==> src/rtl/interrupt_ack_sequencer.sv <==
// 8259-style interrupt acknowledge sequencer: fixed-priority resolution, two-pulse
// INTA handshake, in-service tracking with normal/automatic EOI, and vector output.
module interrupt_ack_sequencer (
   input  logic       clk,
   input  logic       reset,
   input  logic [7:0] IRR,
   input  logic [7:0] IMR,
   input  logic [4:0] ICW2_T,
   input  logic       AEOI,
   input  logic       INTA_n,
   input  logic       EOI_cmd,
   input  logic       Address_Write_Enable,
   output logic       INT,
   output logic [2:0] Interrupt_Location,
   output logic [7:0] IRR_Clear,
   output logic [7:0] ISR,
   output logic [7:0] Data_Out,
   output logic       Data_Out_En
);

   typedef enum logic [1:0] {S_IDLE, S_ACK1, S_WAIT2, S_ACK2} state_t;

   state_t     state_q, state_d;
   logic       inta_q;
   logic       int_q, int_d;
   logic [2:0] loc_q, loc_d;
   logic [7:0] clr_q, clr_d;
   logic [7:0] isr_q, isr_d;
   logic [7:0] dout_q, dout_d;
   logic       den_q, den_d;
   logic       spur_q, spur_d;

   logic       fall, rise, take;
   logic [7:0] req;
   logic [2:0] cand_idx, isr_top;
   logic       cand_vld, isr_any, int_cond;

   assign fall = inta_q & ~INTA_n;
   assign rise = ~inta_q & INTA_n;
   assign req  = IRR & ~IMR;
   assign take = (state_q == S_IDLE) && fall;

   // Priority encoders: scan from lowest priority so the highest-priority hit wins.
   always_comb begin
      cand_idx = 3'd0;
      cand_vld = 1'b0;
      isr_top  = 3'd0;
      isr_any  = 1'b0;
      for (int i = 7; i >= 0; i--) begin
         if (req[i]) begin
            cand_idx = 3'(i);
            cand_vld = 1'b1;
         end
         if (isr_q[i]) begin
            isr_top = 3'(i);
            isr_any = 1'b1;
         end
      end
   end

   assign int_cond = cand_vld && (!isr_any || (cand_idx < isr_top));

   always_ff @(posedge clk or posedge reset) begin
      if (reset) begin
         state_q <= S_IDLE;
         inta_q  <= 1'b0;
         int_q   <= 1'b0;
         loc_q   <= 3'd0;
         clr_q   <= 8'h00;
         isr_q   <= 8'h00;
         dout_q  <= 8'h00;
         den_q   <= 1'b0;
         spur_q  <= 1'b0;
      end else begin
         state_q <= state_d;
         inta_q  <= INTA_n;
         int_q   <= int_d;
         loc_q   <= loc_d;
         clr_q   <= clr_d;
         isr_q   <= isr_d;
         dout_q  <= dout_d;
         den_q   <= den_d;
         spur_q  <= spur_d;
      end
   end

   always_comb begin
      state_d = state_q;
      case (state_q)
         S_IDLE:  if (fall) state_d = S_ACK1;
         S_ACK1:  if (rise) state_d = S_WAIT2;
         S_WAIT2: if (fall) state_d = S_ACK2;
         S_ACK2:  if (rise) state_d = S_IDLE;
         default: state_d = S_IDLE;
      endcase
   end

   always_comb begin
      int_d  = (state_q == S_IDLE) && !fall && int_cond;
      loc_d  = loc_q;
      clr_d  = 8'h00;
      spur_d = spur_q;
      isr_d  = isr_q;
      // EOI acts on the ISR as it stood before any set made in this same cycle.
      if (EOI_cmd && isr_any)
         isr_d[isr_top] = 1'b0;
      if (take) begin
         if (cand_vld) begin
            loc_d           = cand_idx;
            clr_d[cand_idx] = 1'b1;
            isr_d[cand_idx] = 1'b1;
            spur_d          = 1'b0;
         end else begin
            loc_d  = 3'd7;
            spur_d = 1'b1;
         end
      end
      if ((state_q == S_ACK2) && rise && AEOI && !spur_q)
         isr_d[loc_q] = 1'b0;
      den_d  = (state_d == S_ACK2) ? Address_Write_Enable : 1'b0;
      dout_d = (state_d == S_ACK2) ? {ICW2_T, loc_q} : dout_q;
   end

   assign INT                = int_q;
   assign Interrupt_Location = loc_q;
   assign IRR_Clear          = clr_q;
   assign ISR                = isr_q;
   assign Data_Out           = dout_q;
   assign Data_Out_En        = den_q;

endmodule

==> config.mk <==
export PLATFORM = sky130hd
export DESIGN_NAME = interrupt_ack_sequencer
export DESIGN_NICKNAME = d
export VERILOG_FILES = /design/src/rtl/interrupt_ack_sequencer.sv
export SDC_FILE = /design/constraint.sdc
export NUM_CORES = 1
export LEC_CHECK = 0
export CAP_MARGIN = 20
export CORE_UTILIZATION = 45
export CTS_CLUSTER_SIZE = 12
export DETAILED_ROUTE_END_ITERATION = 10
export PLACE_DENSITY = 0.77
export SYNTH_ARGS = -nofsm -noshare
export SYNTH_HDL_FRONTEND = slang
export SYNTH_SLANG_ARGS = --single-unit
==> constraint.sdc <==
create_clock -name clk -period 2.7 [get_ports clk]
set_clock_uncertainty 0.15 [all_clocks]
set_input_delay 0.54 -clock clk [delete_from_list [all_inputs] [get_ports clk]]
set_output_delay 0.54 -clock clk [all_outputs]
set_load 0.05 [all_outputs]
util_map.png
The bar under the picture is 20 um long. 6 x 6 tiles, from white (low) to dark blue (high), 0 to 100% covered.
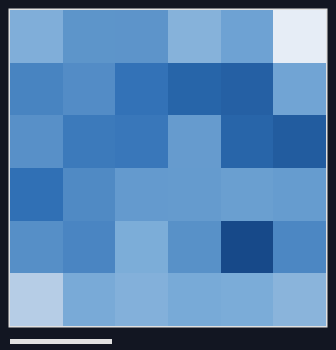
14% of the tiles are over 75% full. The fullest tile reaches 90%. The mean over all tiles is 59%.

placed.png
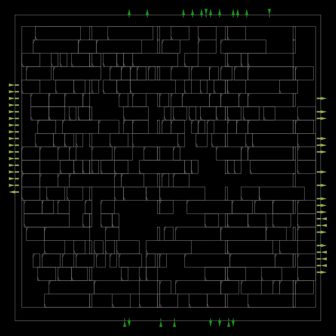
fin util: 68.7%
fill cell instance count of the final layout: 271
number of tap cells added at floorplan: 46
final std cells w/o fill: 267

floorplan.png
The bar under the picture is 20 um long. Pins as bars on the die edge. Tap cells in grey.
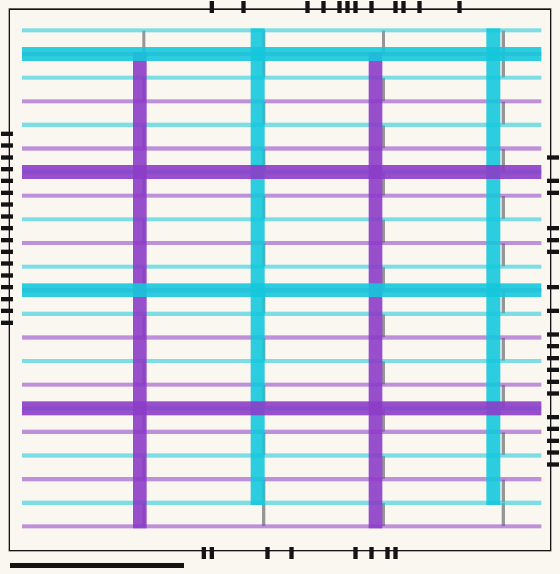
Key: cyan = VDD; purple = VSS
The core has 21 rows. 22 met1 rails follow the rows.
Worst IR Drop VDD: 484 uV
vertical extent of the die: 62.2 um
width of the chip: 62.2 um
core area: 3420 um2

ff_map.png
The bar under the picture is 20 um long. Other sequential cells in the stronger grey, the rest of the logic in the fainter grey.
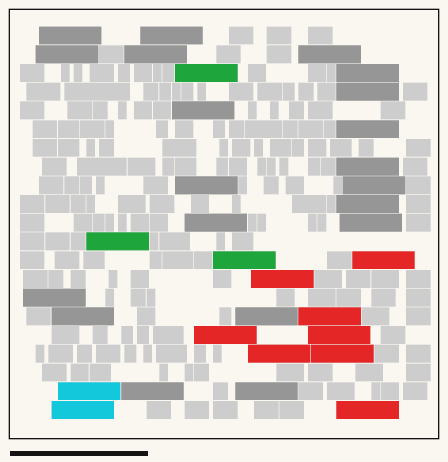
Key: cyan = state_q [placed flops 2]; red = Data_Out [placed flops 8, where bottom right]; green = Interrupt_Location [placed flops 3]
Another 20 sequential cells are not coloured.

port_trees.png
The bar under the picture is 20 um long.
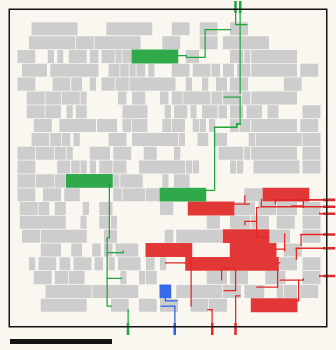
Key: blue = Address_Write_Enable [bits 1, direction input, edge bottom, end cells 1, buffers 1, wire 9.70 um]; green = Interrupt_Location [bits 3, direction output, edge 2 top, 1 bottom, end cells 3, buffers 3, wire 101 um]; red = Data_Out [bits 8, direction output, edge 6 right, 2 bottom, end cells 8, buffers 8, wire 124 um]
count of pins on the block boundary: 56
I/O Buffers: 55

==> flow_summary_export.csv <==
group,metric,value,unit
setup_path,worst-r2r-cell-count,7,
yosys,ys_sh_adder,2.23,%
flow_run,max_cap_viol_count,0,
setup_path,critical-path-top-delay-family,"buffers and inverters",
setup_path,r2r_slack,0.70,ns
route,route.final.wire_length,3900,um
yosys,topCombFamilyByArea,"simple AND/OR/NAND/NOR gates",
yosys,yosys.stat.seqShare,50.7,%
setup_path,timing.critical_path.slowest_stage_cell,"sky130_fd_sc_hd__clkdlybuf4s50_1",
pwr,pwr-share-seq,34.1,%
finish,most-common-layout-cells,"sky130_fd_sc_hd__clkdlybuf4s50_1, sky130_fd_sc_hd__dfrtp_1, sky130_fd_sc_hd__nand2_1, sky130_fd_sc_hd__nor2_1, sky130_fd_sc_hd__inv_1",
run_status,status,"complete, no violations",
yosys,distinct_lib_cells_used,44,
global_route,grt_max_degree,34,
yosys,synth_top_area_share,50.7,%
setup_path,worst-path-stages,1,
yosys,synth.cellmix.compoundShare,17.6,%
yosys,yosysMostFrequentCell,"sky130_fd_sc_hd__dfrtp_1",
setup_path,crit_path_max_fanout,6,
die,chipArea,3870,um2
route,drt_iter0_drc,70,
clocking,clkSlewWorstSetupHoldPaths,0.10,ns
route,route.antenna.remaining_nets,0,
setup_path,cp.arrival,1.65,ns
yosys,simple_gate_share_of_the_synthesized_area,22.1,%
global_route,grtUsageMet1,25.8,%
finish,antenna-diode-count,0,
die,row_count,21,
yosys,syn-num-nets,182,
clocking,cts_setup_buffers,0,
setup_path,critPathCaptureType,"output port",
yosys,synth_area_in_xor_xnor,0.537,%
clocking,cts_tree,"done",
pwr,p_int,1.14,mW
pwr,clkPwrFrac,15.6,%
finish,final_cell_area,2350,um2
timing,worst_pin_slew,0.552,ns
route,drcViolationCount,0,
global_route,grt_pass1_vias,1464,
clocking,cts_num_sinks,33,
timing,max-slew-margin-rel,62.9,%
global_route,antenna_violations_before_repair,0,
==> power by group through the flow <==
stage	clock network, mW	logic (mW)	registers [mW]
finish	0.317	1.02	0.693
global route	0.346	1.07	0.712
floorplan	0	0.296	1.06
CTS	0.319	1.02	0.693
global placement	0	1.01	0.700
detailed placement	0	1.02	0.704
==> metal layers <==
layer / routed length, um / up-vias
li1: - / 684
met1: 1640 / 652
met2: 1820 / 84
met3: 331 / 11
met4: 102 / 0
met5: 0 / -
==> area by class of cell <==
| type | count | share of cell area [%] |
|---|---|---|
| Clock buffer | 7 | 2.77 |
| Clock inverter | 1 | 0.213 |
| Inverter | 9 | 1.44 |
| Multi-Input combinational cell | 111 | 32.9 |
| Sequential cell | 33 | 35.2 |
| Tap cell | 46 | 2.45 |
| Timing Repair Buffer | 60 | 25.1 |
Power and IR drop assume default switching activity.
